--- config.mk ---
export PLATFORM = sky130hd
export DESIGN_NAME = imem_loader
export DESIGN_NICKNAME = d
export VERILOG_FILES = /design/src/rtl/imem_loader_pkg.sv /design/src/rtl/loader_word_assembler.sv /design/src/rtl/imem_loader.sv
export SDC_FILE = /design/constraint.sdc
export NUM_CORES = 1
export LEC_CHECK = 0
export ABC_CLOCK_PERIOD_IN_PS = 3110
export CAP_MARGIN = 20
export CORE_UTILIZATION = 50
export DETAILED_ROUTE_END_ITERATION = 8
export PLACE_DENSITY = 0.74
export SETUP_SLACK_MARGIN = 0.02
export SLEW_MARGIN = 15
export SYNTH_ARGS = -nofsm -noshare
export SYNTH_HDL_FRONTEND = slang
export SYNTH_HIERARCHICAL = 1
export SYNTH_SLANG_ARGS = --single-unit
export TNS_END_PERCENT = 1
--- constraint.sdc ---
create_clock -name clk -period 3.11 [get_ports clk]
set_input_delay 0.622 -clock clk [delete_from_list [all_inputs] [get_ports clk]]
set_output_delay 0.622 -clock clk [all_outputs]
set_load 0.1 [all_outputs]
--- src/rtl/imem_loader_pkg.sv ---
// imem_loader_pkg
//   Shared types and constants for the boot-time instruction memory loader.
//   - loader_state_t : frame-parsing states
//   - BYTE_W         : width of one stream byte
//   - LEN_BYTES      : number of length bytes at the head of a frame
//   - CHK_BYTES      : number of checksum bytes at the tail of a frame
//   - LEN_W          : width of the frame word-count field
package imem_loader_pkg;

    localparam int BYTE_W    = 8;
    localparam int LEN_BYTES = 2;
    localparam int CHK_BYTES = 1;
    localparam int LEN_W     = LEN_BYTES * BYTE_W;

    typedef enum logic [2:0] {
        ST_LEN_LO,
        ST_LEN_HI,
        ST_DATA,
        ST_CHK,
        ST_DONE,
        ST_ERR
    } loader_state_t;

    // States in which the loader consumes stream bytes.
    function automatic logic state_accepts(input loader_state_t s);
        return (s == ST_LEN_LO) || (s == ST_LEN_HI) || (s == ST_DATA) || (s == ST_CHK);
    endfunction

endpackage

--- src/rtl/loader_word_assembler.sv ---
// loader_word_assembler
//   Collects stream bytes into DATA_W-bit words, little-endian (first byte
//   lands in the least significant lane).
//   Ports:
//     clk, rst     - clock, asynchronous active-high reset
//     clear        - discard any partially assembled word
//     byte_valid   - a byte is accepted this cycle
//     byte_data    - the accepted byte
//     word_valid   - this byte completes a word (combinational)
//     word_data    - the completed word, valid with word_valid
module loader_word_assembler
    import imem_loader_pkg::*;
#(
    parameter int DATA_W = 16
) (
    input  logic              clk,
    input  logic              rst,
    input  logic              clear,
    input  logic              byte_valid,
    input  logic [BYTE_W-1:0] byte_data,
    output logic              word_valid,
    output logic [DATA_W-1:0] word_data
);

    localparam int BPW   = DATA_W / BYTE_W;
    localparam int CNT_W = (BPW > 1) ? $clog2(BPW) : 1;

    logic [CNT_W-1:0]  cnt_reg;
    logic [DATA_W-1:0] shift_reg;
    logic              last_byte;

    assign last_byte  = (cnt_reg == CNT_W'(BPW - 1));
    assign word_valid = byte_valid & last_byte;

    // Older bytes move down one lane; the newest byte enters the top lane,
    // so after BPW bytes the first one sits in bits [7:0].
    assign word_data = (shift_reg >> BYTE_W) | (DATA_W'(byte_data) << (DATA_W - BYTE_W));

    always_ff @(posedge clk or posedge rst) begin
        if (rst) begin
            cnt_reg   <= '0;
            shift_reg <= '0;
        end else if (clear) begin
            cnt_reg   <= '0;
        end else if (byte_valid) begin
            shift_reg <= word_data;
            cnt_reg   <= last_byte ? '0 : cnt_reg + 1'b1;
        end
    end

endmodule

--- src/rtl/imem_loader.sv ---
// imem_loader
//   Boot loader in front of the CPU. Parses a framed byte stream
//   (LEN_LO, LEN_HI, N little-endian words, XOR checksum), writes the words
//   into instruction memory from address 0 and holds the CPU in reset until a
//   frame loads with a matching checksum.
//   Ports:
//     clk, rst           - clock, asynchronous active-high reset
//     in_valid/in_data   - byte stream; transfer when in_valid & in_ready
//     in_ready           - loader accepts bytes (LEN_LO..CHK, not in reset)
//     load_req           - restart pulse, honoured only in DONE/ERR
//     mem_we/addr/wdata  - registered instruction memory write port
//     cpu_rst            - CPU reset, released only in DONE
//     done, error        - frame accepted / frame rejected
//     words_loaded       - words written in the current frame
module imem_loader
    import imem_loader_pkg::*;
#(
    parameter int DATA_W = 16,
    parameter int ADDR_W = 8
) (
    input  logic              clk,
    input  logic              rst,
    input  logic              in_valid,
    input  logic [BYTE_W-1:0] in_data,
    output logic              in_ready,
    input  logic              load_req,
    output logic              mem_we,
    output logic [ADDR_W-1:0] mem_addr,
    output logic [DATA_W-1:0] mem_wdata,
    output logic              cpu_rst,
    output logic              done,
    output logic              error,
    output logic [ADDR_W:0]   words_loaded
);

    // A frame may fill memory exactly; one word more is rejected.
    localparam logic [31:0] CAPACITY = 32'd1 << ADDR_W;

    loader_state_t     state_reg, state_next;
    logic [BYTE_W-1:0] chk_reg, chk_next;
    logic [BYTE_W-1:0] len_lo_reg, len_lo_next;
    logic [ADDR_W:0]   len_reg, len_next;
    logic [ADDR_W:0]   words_reg, words_next, words_inc;
    logic              we_reg, we_next;
    logic [ADDR_W-1:0] addr_reg, addr_next;
    logic [DATA_W-1:0] wdata_reg, wdata_next;

    logic              accept;
    logic              asm_valid;
    logic              asm_clear;
    logic              word_valid;
    logic [DATA_W-1:0] word_data;
    logic [31:0]       len_in;

    assign in_ready  = state_accepts(state_reg) & ~rst;
    assign accept    = in_valid & in_ready;
    assign asm_valid = accept & (state_reg == ST_DATA);
    assign len_in    = {16'd0, in_data, len_lo_reg};
    assign words_inc = words_reg + 1'b1;

    loader_word_assembler #(.DATA_W(DATA_W)) u_asm (
        .clk        (clk),
        .rst        (rst),
        .clear      (asm_clear),
        .byte_valid (asm_valid),
        .byte_data  (in_data),
        .word_valid (word_valid),
        .word_data  (word_data)
    );

    always_comb begin
        state_next  = state_reg;
        chk_next    = chk_reg;
        len_lo_next = len_lo_reg;
        len_next    = len_reg;
        words_next  = words_reg;
        we_next     = 1'b0;
        addr_next   = addr_reg;
        wdata_next  = wdata_reg;
        asm_clear   = 1'b0;

        case (state_reg)
            ST_LEN_LO: begin
                if (accept) begin
                    chk_next    = in_data;
                    len_lo_next = in_data;
                    state_next  = ST_LEN_HI;
                end
            end
            ST_LEN_HI: begin
                if (accept) begin
                    chk_next = chk_reg ^ in_data;
                    len_next = len_in[ADDR_W:0];
                    if (len_in > CAPACITY) begin
                        state_next = ST_ERR;
                    end else if (len_in == 32'd0) begin
                        state_next = ST_CHK;
                    end else begin
                        state_next = ST_DATA;
                    end
                end
            end
            ST_DATA: begin
                if (accept) begin
                    chk_next = chk_reg ^ in_data;
                    if (word_valid) begin
                        we_next    = 1'b1;
                        addr_next  = words_reg[ADDR_W-1:0];
                        wdata_next = word_data;
                        words_next = words_inc;
                        if (words_inc == len_reg) begin
                            state_next = ST_CHK;
                        end
                    end
                end
            end
            ST_CHK: begin
                if (accept) begin
                    state_next = (in_data == chk_reg) ? ST_DONE : ST_ERR;
                end
            end
            ST_DONE, ST_ERR: begin
                if (load_req) begin
                    state_next  = ST_LEN_LO;
                    chk_next    = '0;
                    len_lo_next = '0;
                    len_next    = '0;
                    words_next  = '0;
                    asm_clear   = 1'b1;
                end
            end
            default: begin
                state_next = ST_LEN_LO;
            end
        endcase
    end

    always_ff @(posedge clk or posedge rst) begin
        if (rst) begin
            state_reg  <= ST_LEN_LO;
            chk_reg    <= '0;
            len_lo_reg <= '0;
            len_reg    <= '0;
            words_reg  <= '0;
            we_reg     <= 1'b0;
            addr_reg   <= '0;
            wdata_reg  <= '0;
        end else begin
            state_reg  <= state_next;
            chk_reg    <= chk_next;
            len_lo_reg <= len_lo_next;
            len_reg    <= len_next;
            words_reg  <= words_next;
            we_reg     <= we_next;
            addr_reg   <= addr_next;
            wdata_reg  <= wdata_next;
        end
    end

    assign mem_we       = we_reg;
    assign mem_addr     = addr_reg;
    assign mem_wdata    = wdata_reg;
    assign words_loaded = words_reg;
    assign done         = (state_reg == ST_DONE);
    assign error        = (state_reg == ST_ERR);
    assign cpu_rst      = (state_reg != ST_DONE);

endmodule

**PDN straps and rails**

Bar = 20 µm. Pins as bars on the die edge.
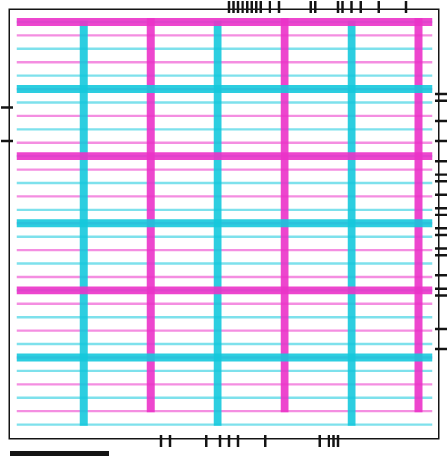
- cyan: VSS
- magenta: VDD
- met1 rails: 31
- met5 straps: 6
- rows: 30
- met4 straps: 6
overall die height: 86.7 µm
largest voltage drop on the vdd net: 0.000302 V
die extent in x: 86.7 µm
core outline area: 6870 µm²

**Placement by cell class**

Bar = 20 µm.
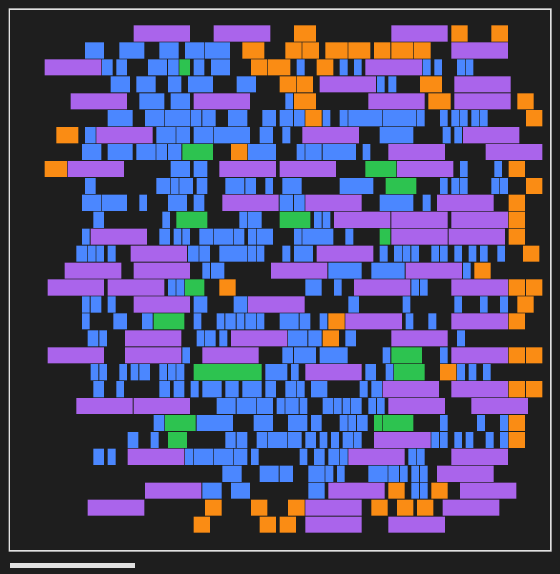
- orange: other buffers and delay cells (cells 57; share of their area 11%)
- purple: flip-flops (cells 71; share of their area 44%)
- blue: all other logic (cells 283; share of their area 40%)
- green: clock drivers and dummy loads (cells 16; share of their area 4.9%)

**Clock distribution**

Bar = 20 µm.
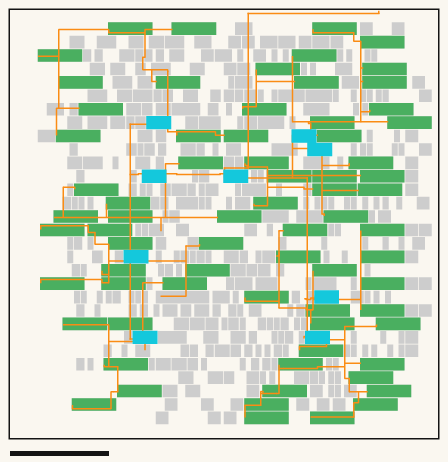
- green: flip-flops (count 71)
- cyan: cells driving clock nets (count 9)
- orange: clock wires (length 830 µm)
- routed clock nets: 10
clock share of power: 24.3%
clk ins delay skew pair: 0.34 ns
power drawn by the clock network: 0.000736 W
clock tree skew after final layout: 0.00802 ns

==> flow_metrics.py <==
# Generated from Yosys and OpenROAD reports
metrics = {
    "logic_synthesis": {
        "synth_async_sr_flop_share_pct": 100,
        "mux_share_pct": 6.13,
        "topCellsByArea": "sky130_fd_sc_hd__dfrtp_1 (49%), sky130_fd_sc_hd__nand2_1 (13%), sky130_fd_sc_hd__o21ai_1 (4.0%)",
        "xor_area_share_pct": 6.27,
        "postSynth.topFlopCell": "sky130_fd_sc_hd__dfrtp_1",
        "synthSimpleGateAreaFrac_pct": 20.8,
        "fa_ha_area_share_pct": 0.348,
        "yosys_warnings": 6,
        "netlist_top_cells_count": "sky130_fd_sc_hd__nand2_1 (125), sky130_fd_sc_hd__dfrtp_1 (71), sky130_fd_sc_hd__o21ai_1 (29)",
        "synth-cells-yosys": 384,
        "ys_seq_share_pct": 49.5,
        "synth.cell_area_um2": 3590,
        "syn-mean-instance-area_um2": 9.35,
        "synth.distinct_cells": 48,
        "compound_area_share_pct": 10.9,
        "synth.comb.largest_family": "simple AND/OR/NAND/NOR gates",
        "netlist_instances": 384,
        "netlist.top_cell.by_instances": "sky130_fd_sc_hd__nand2_1",
        "mapped_nets": 397,
        "edf_count": 0,
        "synth_flops": 71,
        "synth-area-yosys_um2": 3590,
        "synth_largest_type_area_fraction_pct": 49.5,
        "synth.largest_area_cell": "sky130_fd_sc_hd__dfrtp_1",
    },
    "cells_and_area": {
        "nonClkBufAreaFrac_pct": 10.9,
        "seq_cell_count": 71,
        "final_cell_mix": "sky130_fd_sc_hd__nand2_1 (125), sky130_fd_sc_hd__dfrtp_1 (71), sky130_fd_sc_hd__buf_4 (46), sky130_fd_sc_hd__o21ai_1 (29), sky130_fd_sc_hd__xnor2_1 (13)",
        "fill_cells": 598,
        "comb_area_share_pct": 38.3,
        "dominant_class_by_area": "sequential cells",
        "nets": 435,
        "multiInputGateArea_um2": 1600,
        "finish.cell_count_without_fillers": 523,
        "ff_latch_area_um2": 1780,
        "largest_register_ff_count": 16,
        "num-nonclk-buffers": 57,
        "layout_cell_share_with_drive_strength_beyond_1_pct": 20.6,
        "non_clock_inverter_count": 7,
        "clock_buffer_count": 11,
        "sh_seq_area_pct": 42.5,
        "area.growth.synth_to_final_pct": 16.3,
        "clock_cell_share_of_area_pct": 4.76,
        "lay_top_count": "sky130_fd_sc_hd__nand2_1",
        "logic_gates": 276,
        "num_antenna_cells": 0,
        "finalInstanceArea_um2": 4180,
    },
    "power": {
        "net-switching-power_w": 0.00108,
        "comb_power_w": 0.000956,
        "power.sequential.fraction_pct": 44.2,
        "p_seq_w": 0.00134,
        "power_leakage_nw": 2.03,
        "fin_total_pwr_w": 0.00303,
        "intPower_w": 0.00195,
        "dominant_power_group": "sequential cells",
        "power.density_nw_per_um2": 726,
        "power_frac_comb_pct": 31.6,
        "switching_share_pct": 35.7,
    },
    "setup_path": {
        "critical_path.startpoint": "rst",
        "timing_worst_setup_path_type": "in2reg",
        "required_ns": 3.33,
        "endpoint_kind": "register",
        "r2r_start": "state_reg[2]$_DFFE_PP0P_",
        "cp-start-kind": "primary input",
        "crit-reg2reg-capture": "words_loaded[3]$_DFFE_PP0P_",
        "critPathMaxFanout": 17,
        "ff2ff_path_depth": 9,
        "cp_data_arrival_time_ns": 2.63,
        "reg2reg_setup_slack_ns": 0.92,
        "setup.worst_path.end": "words_loaded[3]$_DFFE_PP0P_",
    },
    "timing": {
        "timing.max_slew.rel_slack_pct": 48.8,
        "final_min_period_over_clock_period_pct": 77.6,
        "setup_violations": 0,
        "grt_setup_unrepaired": "no",
        "finalMaxSlewViolations": 0,
        "fin_tns_setup_ns": 0,
        "hold-worst-slack_ns": 0.477,
        "slew_at_the_pin_closest_to_its_max_slew_limit_ns": 0.768,
        "timing.final.hold_violations": 0,
        "maxClockFrequency_mhz": 414,
        "finalCriticalPeriod_ns": 2.41,
        "setup_ws_ns": 0.696,
    },
    "placement": {
        "gp_routability_congestion": 0.809,
        "place_area_um2": 3980,
        "io_buffer_count": 49,
        "pre_cts_setup_slack_ns": 0.357,
        "dp_hpwl_um": 5160,
        "place.detailed.instances": 507,
    },
    "global_route": {
        "grt.overflow.total": 0,
        "vias_in_the_first_global_route": 2625,
        "largest_net_degree_at_the_start_of_global_routing": 63,
        "antenna_found_initial": 0,
        "grt_first_pass_wirelength_um": 12700,
        "track_usage_pct": 22.0,
    },
    "flow_run": {
        "openroad.warnings": 26,
        "max_cap_viol_count": 0,
    },
    "clock_tree": {
        "numCtsBuffers": 9,
        "cts-root-to-sink-buffers": 2,
        "postCtsResizedCells": 0,
        "htree_num_levels": 3,
        "cts.reportedPaths.clkPinSlew_ns": 0.08,
        "cts_tree": "built",
        "numClockSinks": 71,
        "clock_tree.root_cell": "sky130_fd_sc_hd__clkbuf_8",
        "post-cts-setup-buffers": 0,
        "hold_buffers": 0,
    },
    "min_path": {
        "worst_hold_path_type": "reg2reg",
        "worstHoldStart": "mem_addr[0]$_DFFE_PP0P_",
        "min_to": "mem_addr[0]$_DFFE_PP0P_",
        "hold_path_depth": 2,
    },
    "floorplan": {
        "placement_rows": 30,
        "floorplan.core_util_pct": 52.3,
        "well_tap_count": 96,
        "die-area_um2": 7520,
        "ioPinCount": 50,
    },
    "routing": {
        "dr_total_vias": 2760,
        "drt-pass1-iter-count": 4,
        "detail_route.wirelength_um": 7540,
        "drt.antenna.violating_nets": 0,
        "drc_errors": 0,
        "violation_tally_from_detailed_route_iteration_zero": 121,
        "routed_via_count_divided_by_cell_count": 5.28,
    },
    "outcome": {
        "run_status": "completed",
    },
}
**Wiring by layer**

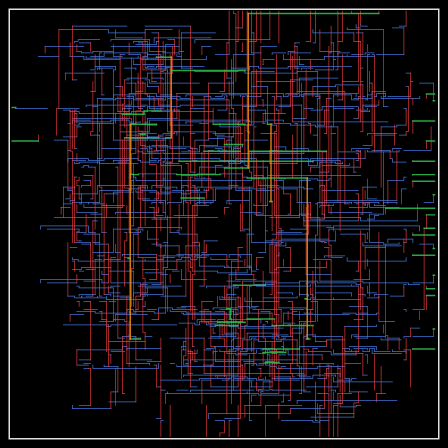
- green: met3 (wire length 269 µm)
- blue: met1 (wire length 3590 µm)
- red: met2 (wire length 3540 µm)
- orange: met4 (wire length 139 µm)

**Track usage over the die**

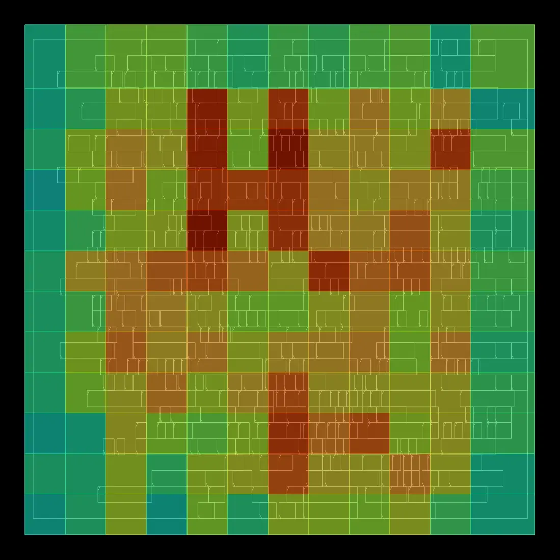
final core utilization: 60.8%
routing usage on met3: 3.24%
average wire per cell in the routed design: 14.4 µm
GR met1 Demand/Resource: 30.0%
met2 Usage GRT: 35.6%

[per-layer routing]
metal	GRT usage [%]	wire length, µm	vias up
li1	-	-	1356
met1	30.0	3590	1312
met2	35.6	3540	78
met3	3.24	268	14
met4	8.64	139	0
met5	0	0	-
[worst max-delay path: stages]
cell	delay, ns
sky130_fd_sc_hd__clkdlybuf4s50_1	0.48
sky130_fd_sc_hd__clkinv_2	0.08
sky130_fd_sc_hd__nand2_1	0.09
sky130_fd_sc_hd__nor3_1	0.36
sky130_fd_sc_hd__and2_2	0.22
sky130_fd_sc_hd__nand4_1	0.14
sky130_fd_sc_hd__buf_4	0.25
sky130_fd_sc_hd__nand2_1	0.15
sky130_fd_sc_hd__o21ai_1	0.09
sky130_fd_sc_hd__nand2_1	0.08
sky130_fd_sc_hd__o41ai_1	0.07
Power is estimated from default activity; no workload was simulated.
